==> src/rtl/ps2_host_tx_pkg.sv <==
// ps2_pkg: shared definitions for the PS/2 host-to-device transmitter.
//   - ps2_state_e      : transmitter FSM states
//   - CMD_*            : common keyboard command bytes
//   - *_EDGE           : falling-edge numbers of the host-to-device frame
//   - odd_parity()     : parity bit sent after the data byte
//   - us_to_cycles()   : microseconds -> clock cycles, 64-bit intermediate
package ps2_pkg;

    typedef enum logic [2:0] {
        IDLE,
        INHIBIT,
        REQ,
        SHIFT,
        ACK,
        WAIT_IDLE,
        DONE,
        FAIL
    } ps2_state_e;

    localparam logic [7:0] CMD_SET_LEDS = 8'hED;
    localparam logic [7:0] CMD_ENABLE   = 8'hF4;
    localparam logic [7:0] CMD_RESET    = 8'hFF;

    localparam logic [3:0] LAST_DATA_EDGE = 4'd8;
    localparam logic [3:0] PARITY_EDGE    = 4'd9;
    localparam logic [3:0] STOP_EDGE      = 4'd10;
    localparam logic [3:0] ACK_EDGE       = 4'd11;

    function automatic logic odd_parity(input logic [7:0] d);
        return ~^d;
    endfunction

    // The product overflows 32 bits for long timeouts at MHz clocks.
    function automatic int us_to_cycles(input int clk_hz, input int us);
        longint prod;
        prod = longint'(clk_hz) * longint'(us);
        return int'(prod / longint'(1000000));
    endfunction

endpackage

==> src/rtl/ps2_host_tx_if.sv <==
// ps2_host_tx_if: byte request interface of the PS/2 host transmitter.
//   tx_data  [7:0] command byte          (master -> slave)
//   tx_valid       request               (master -> slave)
//   tx_ready       idle, can accept      (slave -> master)
//   tx_done        1-cycle pulse on ACK  (slave -> master)
//   tx_error       1-cycle pulse on NACK/timeout (slave -> master)
// Handshake: a byte transfers in the cycle where tx_valid & tx_ready are both
// high at the rising clock edge; tx_data must be stable in that cycle. While
// tx_ready is low tx_valid is ignored and nothing is queued. Exactly one of
// tx_done / tx_error pulses per accepted byte, and tx_ready is high again in
// the following cycle.
interface ps2_host_tx_if;
    logic [7:0] tx_data;
    logic       tx_valid;
    logic       tx_ready;
    logic       tx_done;
    logic       tx_error;

    modport master (
        output tx_data, tx_valid,
        input  tx_ready, tx_done, tx_error
    );

    modport slave (
        input  tx_data, tx_valid,
        output tx_ready, tx_done, tx_error
    );
endinterface

==> src/rtl/ps2_line_filter.sv <==
// ps2_line_filter: conditions one raw PS/2 pin.
//   clk_sys  in  system clock
//   reset_n  in  synchronous active-low reset
//   raw_i    in  asynchronous pin level
//   level_o  out filtered level (idle high after reset)
//   fall_o   out one-cycle strobe on an accepted 1->0 change of level_o
// A 2-flop synchroniser is followed by a filter that only accepts a new level
// after FILTER_LEN consecutive samples disagree with the current one.
module ps2_line_filter #(
    parameter int FILTER_LEN = 4
) (
    input  logic clk_sys,
    input  logic reset_n,
    input  logic raw_i,
    output logic level_o,
    output logic fall_o
);
    localparam int CW = $clog2(FILTER_LEN + 1);

    logic          sync1_q, sync2_q, level_q, fall_q;
    logic [CW-1:0] cnt_q;

    always_ff @(posedge clk_sys) begin
        if (!reset_n) begin
            sync1_q <= 1'b1;
            sync2_q <= 1'b1;
            level_q <= 1'b1;
            fall_q  <= 1'b0;
            cnt_q   <= '0;
        end else begin
            sync1_q <= raw_i;
            sync2_q <= sync1_q;
            fall_q  <= 1'b0;
            if (sync2_q == level_q) begin
                // Any agreeing sample restarts the run of disagreeing ones.
                cnt_q <= '0;
            end else if (cnt_q == CW'(FILTER_LEN - 1)) begin
                level_q <= sync2_q;
                fall_q  <= ~sync2_q;
                cnt_q   <= '0;
            end else begin
                cnt_q <= cnt_q + CW'(1);
            end
        end
    end

    assign level_o = level_q;
    assign fall_o  = fall_q;
endmodule

==> src/rtl/ps2_host_tx.sv <==
// ps2_host_tx: sends one command byte from the host to a PS/2 device over the
// open-drain clock/data pair, holding the receive port disabled meanwhile.
//   clk_sys, reset_n        clock, synchronous active-low reset
//   ps2clk_in, ps2data_in   raw pin levels
//   ps2clk_oe, ps2data_oe   1 = pull pin low, 0 = release
//   rcv_enable              0 while a transaction is in progress
//   tx                      byte request interface (slave side)
//   dbg_state               current FSM state
// Optional build macro PS2_HOST_TX_RETRY_EN: on NACK or timeout the latched
// byte is resent from INHIBIT up to two more times before tx_error.
module ps2_host_tx
    import ps2_pkg::*;
#(
    parameter int CLK_FREQ_HZ = 8000000,
    parameter int INHIBIT_US  = 120,
    parameter int TIMEOUT_US  = 15000,
    parameter int FILTER_LEN  = 4
) (
    input  logic         clk_sys,
    input  logic         reset_n,
    input  logic         ps2clk_in,
    input  logic         ps2data_in,
    output logic         ps2clk_oe,
    output logic         ps2data_oe,
    output logic         rcv_enable,
    ps2_host_tx_if.slave tx,
    output ps2_state_e   dbg_state
);
    localparam int INH_CYC = us_to_cycles(CLK_FREQ_HZ, INHIBIT_US);
    localparam int TO_CYC  = us_to_cycles(CLK_FREQ_HZ, TIMEOUT_US);
    localparam int INH_W   = $clog2(INH_CYC);
    localparam int TO_W    = $clog2(TO_CYC);

    logic clk_level, clk_fall, data_level, data_fall_unused;

    ps2_line_filter #(.FILTER_LEN(FILTER_LEN)) u_clk_filter (
        .clk_sys (clk_sys),
        .reset_n (reset_n),
        .raw_i   (ps2clk_in),
        .level_o (clk_level),
        .fall_o  (clk_fall)
    );

    // Data is only sampled at clock edges, so it needs no glitch filter;
    // its falling-edge strobe is not used.
    ps2_line_filter #(.FILTER_LEN(1)) u_data_filter (
        .clk_sys (clk_sys),
        .reset_n (reset_n),
        .raw_i   (ps2data_in),
        .level_o (data_level),
        .fall_o  (data_fall_unused)
    );

    ps2_state_e       state_q, state_d;
    logic [INH_W-1:0] inh_cnt_q, inh_cnt_d;
    logic [TO_W-1:0]  to_cnt_q, to_cnt_d;
    logic [3:0]       bit_cnt_q, bit_cnt_d;
    logic [7:0]       data_q, data_d;
    logic             data_oe_q, data_oe_d;
    logic             inh_last, timeout, fail_now;
    logic [3:0]       edge_n;
`ifdef PS2_HOST_TX_RETRY_EN
    logic [1:0]       retry_q, retry_d;
`endif

    always_ff @(posedge clk_sys) begin
        if (!reset_n) begin
            state_q   <= IDLE;
            inh_cnt_q <= '0;
            to_cnt_q  <= '0;
            bit_cnt_q <= '0;
            data_q    <= '0;
            data_oe_q <= 1'b0;
`ifdef PS2_HOST_TX_RETRY_EN
            retry_q   <= '0;
`endif
        end else begin
            state_q   <= state_d;
            inh_cnt_q <= inh_cnt_d;
            to_cnt_q  <= to_cnt_d;
            bit_cnt_q <= bit_cnt_d;
            data_q    <= data_d;
            data_oe_q <= data_oe_d;
`ifdef PS2_HOST_TX_RETRY_EN
            retry_q   <= retry_d;
`endif
        end
    end

    assign inh_last = (state_q == INHIBIT) && (inh_cnt_q == INH_W'(INH_CYC - 1));
    assign timeout  = (to_cnt_q == TO_W'(TO_CYC - 1));
    // Number of the falling edge being reported by clk_fall this cycle.
    assign edge_n   = bit_cnt_q + 4'd1;

    always_comb begin
        state_d   = state_q;
        inh_cnt_d = '0;
        to_cnt_d  = '0;
        bit_cnt_d = bit_cnt_q;
        data_d    = data_q;
        data_oe_d = data_oe_q;
        fail_now  = 1'b0;
`ifdef PS2_HOST_TX_RETRY_EN
        retry_d   = retry_q;
`endif
        if (state_q inside {REQ, SHIFT, ACK, WAIT_IDLE}) begin
            to_cnt_d = to_cnt_q + TO_W'(1);
        end

        unique case (state_q)
            IDLE: begin
                bit_cnt_d = '0;
                data_oe_d = 1'b0;
`ifdef PS2_HOST_TX_RETRY_EN
                retry_d   = '0;
`endif
                if (tx.tx_valid) begin
                    data_d  = tx.tx_data;
                    state_d = INHIBIT;
                end
            end
            INHIBIT: begin
                bit_cnt_d = '0;
                if (inh_last) begin
                    data_oe_d = 1'b1;  // start bit
                    state_d   = REQ;
                end else begin
                    inh_cnt_d = inh_cnt_q + INH_W'(1);
                end
            end
            REQ: begin
                if (timeout) fail_now = 1'b1;
                else         state_d  = SHIFT;
            end
            SHIFT: begin
                // Timeout is checked first so it wins over a coincident edge.
                if (timeout) begin
                    fail_now = 1'b1;
                end else if (clk_fall) begin
                    bit_cnt_d = edge_n;
                    if (edge_n <= LAST_DATA_EDGE) begin
                        data_oe_d = ~data_q[bit_cnt_q[2:0]];
                    end else if (edge_n == PARITY_EDGE) begin
                        data_oe_d = ~odd_parity(data_q);
                    end else if (edge_n == STOP_EDGE) begin
                        data_oe_d = 1'b0;
                        state_d   = ACK;
                    end
                end
            end
            ACK: begin
                if (timeout) begin
                    fail_now = 1'b1;
                end else if (clk_fall) begin
                    bit_cnt_d = edge_n;
                    if (edge_n == ACK_EDGE && !data_level) state_d  = WAIT_IDLE;
                    else                                    fail_now = 1'b1;
                end
            end
            WAIT_IDLE: begin
                if (timeout)                      fail_now = 1'b1;
                else if (clk_level && data_level) state_d  = DONE;
            end
            DONE:    state_d = IDLE;
            FAIL:    state_d = IDLE;
            default: state_d = IDLE;
        endcase

        if (fail_now) begin
            data_oe_d = 1'b0;
            to_cnt_d  = '0;
`ifdef PS2_HOST_TX_RETRY_EN
            if (retry_q != 2'd2) begin
                retry_d = retry_q + 2'd1;
                state_d = INHIBIT;
            end else begin
                state_d = FAIL;
            end
`else
            state_d = FAIL;
`endif
        end
    end

    assign ps2clk_oe   = (state_q == INHIBIT);
    // The start bit is already driven during the last inhibit cycle.
    assign ps2data_oe  = data_oe_q | inh_last;
    assign tx.tx_ready = (state_q == IDLE);
    assign tx.tx_done  = (state_q == DONE);
    assign tx.tx_error = (state_q == FAIL);
    assign rcv_enable  = (state_q == IDLE) || (state_q == DONE) || (state_q == FAIL);
    assign dbg_state   = state_q;
endmodule

==> src/flat_wrapper.sv <==
// flat-port wrapper written by rule: the top's interface ports become plain ports
module ps2_host_tx_flat import ps2_pkg::*;
#(
    parameter int CLK_FREQ_HZ = 8000000,
    parameter int INHIBIT_US  = 120,
    parameter int TIMEOUT_US  = 15000,
    parameter int FILTER_LEN  = 4
)
  (clk_sys, reset_n, ps2clk_in, ps2data_in, ps2clk_oe, ps2data_oe, rcv_enable, dbg_state, tx_tx_data, tx_tx_valid, tx_tx_ready, tx_tx_done, tx_tx_error);
  ps2_host_tx_if tx_i ();
  input  logic clk_sys;
  input  logic reset_n;
  input  logic ps2clk_in;
  input  logic ps2data_in;
  output logic ps2clk_oe;
  output logic ps2data_oe;
  output logic rcv_enable;
  output ps2_state_e dbg_state;
  input wire logic [$bits(tx_i.tx_data)-1:0] tx_tx_data;
  input wire logic [$bits(tx_i.tx_valid)-1:0] tx_tx_valid;
  output wire logic [$bits(tx_i.tx_ready)-1:0] tx_tx_ready;
  output wire logic [$bits(tx_i.tx_done)-1:0] tx_tx_done;
  output wire logic [$bits(tx_i.tx_error)-1:0] tx_tx_error;
  assign tx_i.tx_data = tx_tx_data;
  assign tx_i.tx_valid = tx_tx_valid;
  assign tx_tx_ready = tx_i.tx_ready;
  assign tx_tx_done = tx_i.tx_done;
  assign tx_tx_error = tx_i.tx_error;
  ps2_host_tx #(.CLK_FREQ_HZ(CLK_FREQ_HZ), .INHIBIT_US(INHIBIT_US), .TIMEOUT_US(TIMEOUT_US), .FILTER_LEN(FILTER_LEN)) u_core (.clk_sys(clk_sys), .reset_n(reset_n), .ps2clk_in(ps2clk_in), .ps2data_in(ps2data_in), .ps2clk_oe(ps2clk_oe), .ps2data_oe(ps2data_oe), .rcv_enable(rcv_enable), .tx(tx_i), .dbg_state(dbg_state));
endmodule
==> config.mk <==
export PLATFORM = sky130hd
export DESIGN_NAME = ps2_host_tx_flat
export DESIGN_NICKNAME = d
export VERILOG_FILES = /design/src/rtl/ps2_host_tx_pkg.sv /design/src/rtl/ps2_host_tx_if.sv /design/src/rtl/ps2_line_filter.sv /design/src/rtl/ps2_host_tx.sv /design/src/flat_wrapper.sv
export SDC_FILE = /design/constraint.sdc
export NUM_CORES = 1
export LEC_CHECK = 0
export CAP_MARGIN = 20
export CELL_PAD_IN_SITES_DETAIL_PLACEMENT = 0
export CELL_PAD_IN_SITES_GLOBAL_PLACEMENT = 1
export CORE_ASPECT_RATIO = 0.7
export CORE_MARGIN = 1.5
export CORE_UTILIZATION = 40
export DETAILED_ROUTE_END_ITERATION = 8
export GPL_TIMING_DRIVEN = 0
export HOLD_SLACK_MARGIN = 0.06
export PLACE_DENSITY = 0.71
export REMOVE_ABC_BUFFERS = 1
export SLEW_MARGIN = 5
export SYNTH_ARGS = -nofsm -noshare
export SYNTH_HDL_FRONTEND = slang
export SYNTH_SLANG_ARGS = --single-unit
==> constraint.sdc <==
create_clock -name clk_sys -period 2.98 [get_ports clk_sys]
set_input_delay 0.596 -clock clk_sys [delete_from_list [all_inputs] [get_ports clk_sys]]
set_output_delay 0.596 -clock clk_sys [all_outputs]
set_load 0.01 [all_outputs]
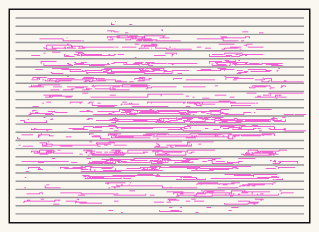
Fig. 1. Metal 1 (run 1).
(3 px per um) Supply wires on this layer in grey.
- longest straight run: 27.1 um
- wire length on this layer: 2940 um

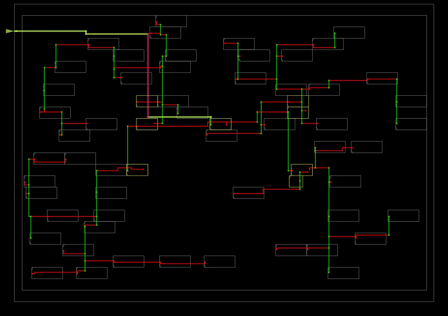
Fig. 2. Clock routing (run 1).
clk_buf instances: 7
Clk. pwr: 442 uW
worst-case clock skew: 4.02 ps
clock latency reported for the late side of the worst-skew pair: 290 ps
count of flip-flops and latches: 54

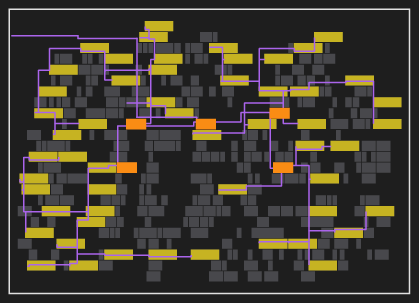
Fig. 3. Clock distribution (run 1).
(4 px per um)
- purple: clock wires (length 623 um)
- yellow: flip-flops (count 54)
- orange: clock-net drivers (count 5)
- flops lie: widely spread
- routed clock nets: 6
Clk pwr share: 25.3%

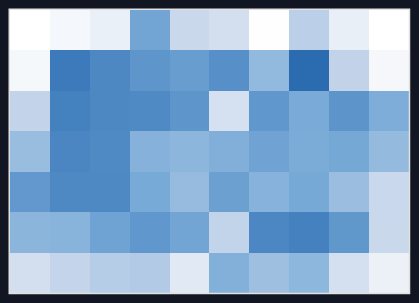
Fig. 4. Cell area per tile (run 1).
(4 px per um) The die is cut into 10 by 7 equal tiles; white is low, dark blue is high, 0 to 100% covered.
- nearly empty tiles: 4.3%
- densest ninth of the die: left middle
- emptiest ninth of the die: top right
- mean over tiles: 41%
- fullest tile: 76%

==> results.sh, run 1 <==
# implementation run metrics
export IMPL_outcome="complete, no violations"
export IMPL_first_global_vias=1785
export IMPL_endpoint_of_the_worst_hold_path="u_core.u_data_filter.sync2_q$_SDFF_PN1_"
export IMPL_floorplan_die_width_um=99.7
export IMPL_seq_power_uw=843
export IMPL_worst_r2r_path_depth=7
export IMPL_layout_worst_path_cycle_share_pct=90.7
export IMPL_tritoncts="yes"
export IMPL_cp_num_cells=5
export IMPL_route_antenna_remaining_nets=0
export IMPL_holdWs_ps=416
export IMPL_min_delay_start="u_core.u_data_filter.sync1_q$_SDFF_PN1_"
export IMPL_combinationalPowerShare_pct=26.5
export IMPL_critical_path_reg2reg_endpoint="u_core.to_cnt_q[7]$_SDFF_PP0_"
export IMPL_clkSlewWorstSetupHoldPaths_ps=90
export IMPL_ao_oa_area_share_pct=10.9
export IMPL_overall_die_height_um=70.7
export IMPL_grt_setup_unrepaired="false"
export IMPL_synth_async_sr_flop_share_pct=0
export IMPL_synth_chip_area_mm2=0.00262
export IMPL_route_vias_total=1974
export IMPL_finalSetupViolations=0
export IMPL_routed_wirelength_um=4890
export IMPL_timing_max_transition_violations_final=0
export IMPL_drive_gt1_share_pct=5.68
export IMPL_number_of_buffers_added_on_ports=21
export IMPL_synth_cell_area_mm2=0.00262
export IMPL_simple_gate_area_share_pct=26.9
export IMPL_drcViolationCount=0
export IMPL_placement_cell_area_mm2=0.00288
export IMPL_report_final_hold_viol_count=0
export IMPL_grt_antenna_before_repair=0
export IMPL_tool_warnings=28
export IMPL_layout_min_cycle_time_ps=2700
export IMPL_utilization_pct=47.8
export IMPL_grt_ovfl_total=0
export IMPL_row_count=24
export IMPL_worstSetupStartpointType="flop"
export IMPL_timing_critical_path_to_type="primary output"
export IMPL_clockRootBuffer="clkbuf_8"
export IMPL_number_of_fill_cells_in_the_layout=619
## run 1: state kept, by name, summed over array words and instances, names as in the netlist, 3 cells and up
name	count
u_core.bit_cnt_q	4
u_core.data_q	8
u_core.dbg_state	3
u_core.inh_cnt_q	10
u_core.to_cnt_q	17
u_core.u_clk_filter.cnt_q	3
## run 1: layout make-up
class,instances,area (um^2),share of cell area (%)
clock inverters,1,8.76,0.292
well taps,78,97.6,3.25
multi-input cells,223,1460,48.5
clock buffers,7,96.3,3.21
inverters,10,37.5,1.25
flip-flops and latches,54,1080,36.0
repair buffers,22,225,7.50
## run 1: layer usage
metal	global-route usage, %	up-vias	wire length (um)
met3	3.66	2	98
li1	-	1048	-
met4	3.29	0	19
met1	23.9	911	2940
met5	0	-	0
met2	19.9	13	1840
--- run 2 (diff from run 1) ---
--- a/config.mk
+++ b/config.mk
@@ -11,10 +11,12 @@
 export CORE_ASPECT_RATIO = 0.7
 export CORE_MARGIN = 1.5
 export CORE_UTILIZATION = 40
+export CTS_CLUSTER_DIAMETER = 100
 export DETAILED_ROUTE_END_ITERATION = 8
 export GPL_TIMING_DRIVEN = 0
 export HOLD_SLACK_MARGIN = 0.06
 export PLACE_DENSITY = 0.71
+export RECOVER_POWER = 100
 export REMOVE_ABC_BUFFERS = 1
 export SLEW_MARGIN = 5
 export SYNTH_ARGS = -nofsm -noshare
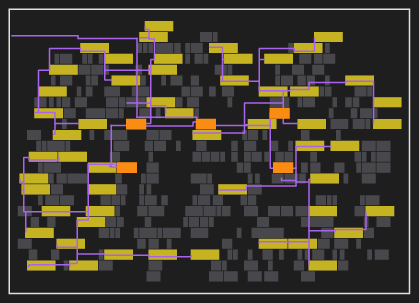
Fig. 5. Clock distribution (run 2).
(4 px per um)
- yellow: flip-flops (count 54)
- orange: clock-net drivers (count 5)
- purple: clock wires (length 629 um)
- flops lie: widely spread
Clk. pwr: 444 uW
Clk pwr share: 25.7%

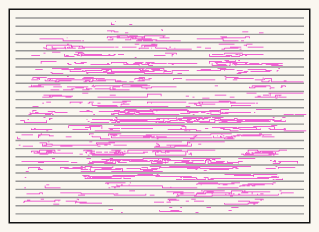
Fig. 6. Metal 1 (run 2).
(3 px per um) Supply wires on this layer in grey.
- main direction: horizontal
- wire length on this layer: 2900 um
- share of all routed wire: 59%
- nets with wire on the layer: 307
- longest straight run: 27.1 um
via count: 1985
met1 track demand over resource: 23.9%
total wire length after detailed routing: 4900 um

==> results.sh, run 2 <==
# implementation run metrics
export IMPL_flip_flop_count_of_the_largest_register_after_layout=17
export IMPL_cp_num_cells=5
export IMPL_timing_max_transition_violations_final=0
export IMPL_met2RoutedLength_um=1820
export IMPL_tool_warnings=28
export IMPL_synth_cell_area_mm2=0.00262
export IMPL_layout_worst_path_cycle_share_pct=90.4
export IMPL_placement_cell_area_mm2=0.00288
export IMPL_grt_use_met3_pct=3.66
export IMPL_overall_die_height_um=70.7
export IMPL_clockRootBuffer="clkbuf_8"
export IMPL_report_final_hold_viol_count=0
export IMPL_synth_async_sr_flop_share_pct=0
export IMPL_routed_wl_met3_um=146
export IMPL_worst_r2r_path_depth=7
export IMPL_drcViolationCount=0
export IMPL_row_count=24
export IMPL_grt_most_used_layer="met1"
export IMPL_floorplan_die_width_um=99.7
export IMPL_finalSetupViolations=0
export IMPL_critical_path_reg2reg_endpoint="u_core.to_cnt_q[7]$_SDFF_PP0_"
export IMPL_layout_min_cycle_time_ps=2690
export IMPL_outcome="complete, no violations"
export IMPL_simple_gate_area_share_pct=26.9
export IMPL_grt_use_met2_pct=19.9
export IMPL_tritoncts="yes"
export IMPL_grt_ovfl_total=0
export IMPL_route_antenna_remaining_nets=0
-- run 2: cell counts after synthesis --
Identical to the previous run, type by type.
-- run 2: power by group through the flow --
stage / Clock (mW) / Sequential [mW] / Combinational (mW)
2_1_floorplan: 0 / 0.845 / 0.285
3_3_place_gp: 0 / 0.859 / 0.459
3_5_place_dp: 0 / 0.860 / 0.462
4_1_cts: 0.467 / 0.844 / 0.465
5_1_grt: 0.497 / 0.854 / 0.496
6_report: 0.444 / 0.842 / 0.442
-- run 2: cell type report --
cell class / instances / area [um^2]
Inverter: 10 / 37.5
Multi-Input combinational cell: 223 / 1440
Tap cell: 78 / 97.6
Clock buffer: 7 / 96.3
Sequential cell: 54 / 1080
Timing Repair Buffer: 22 / 225
Fill cell: 623 / 3290
Clock inverter: 1 / 8.76
Power and IR drop assume default switching activity.
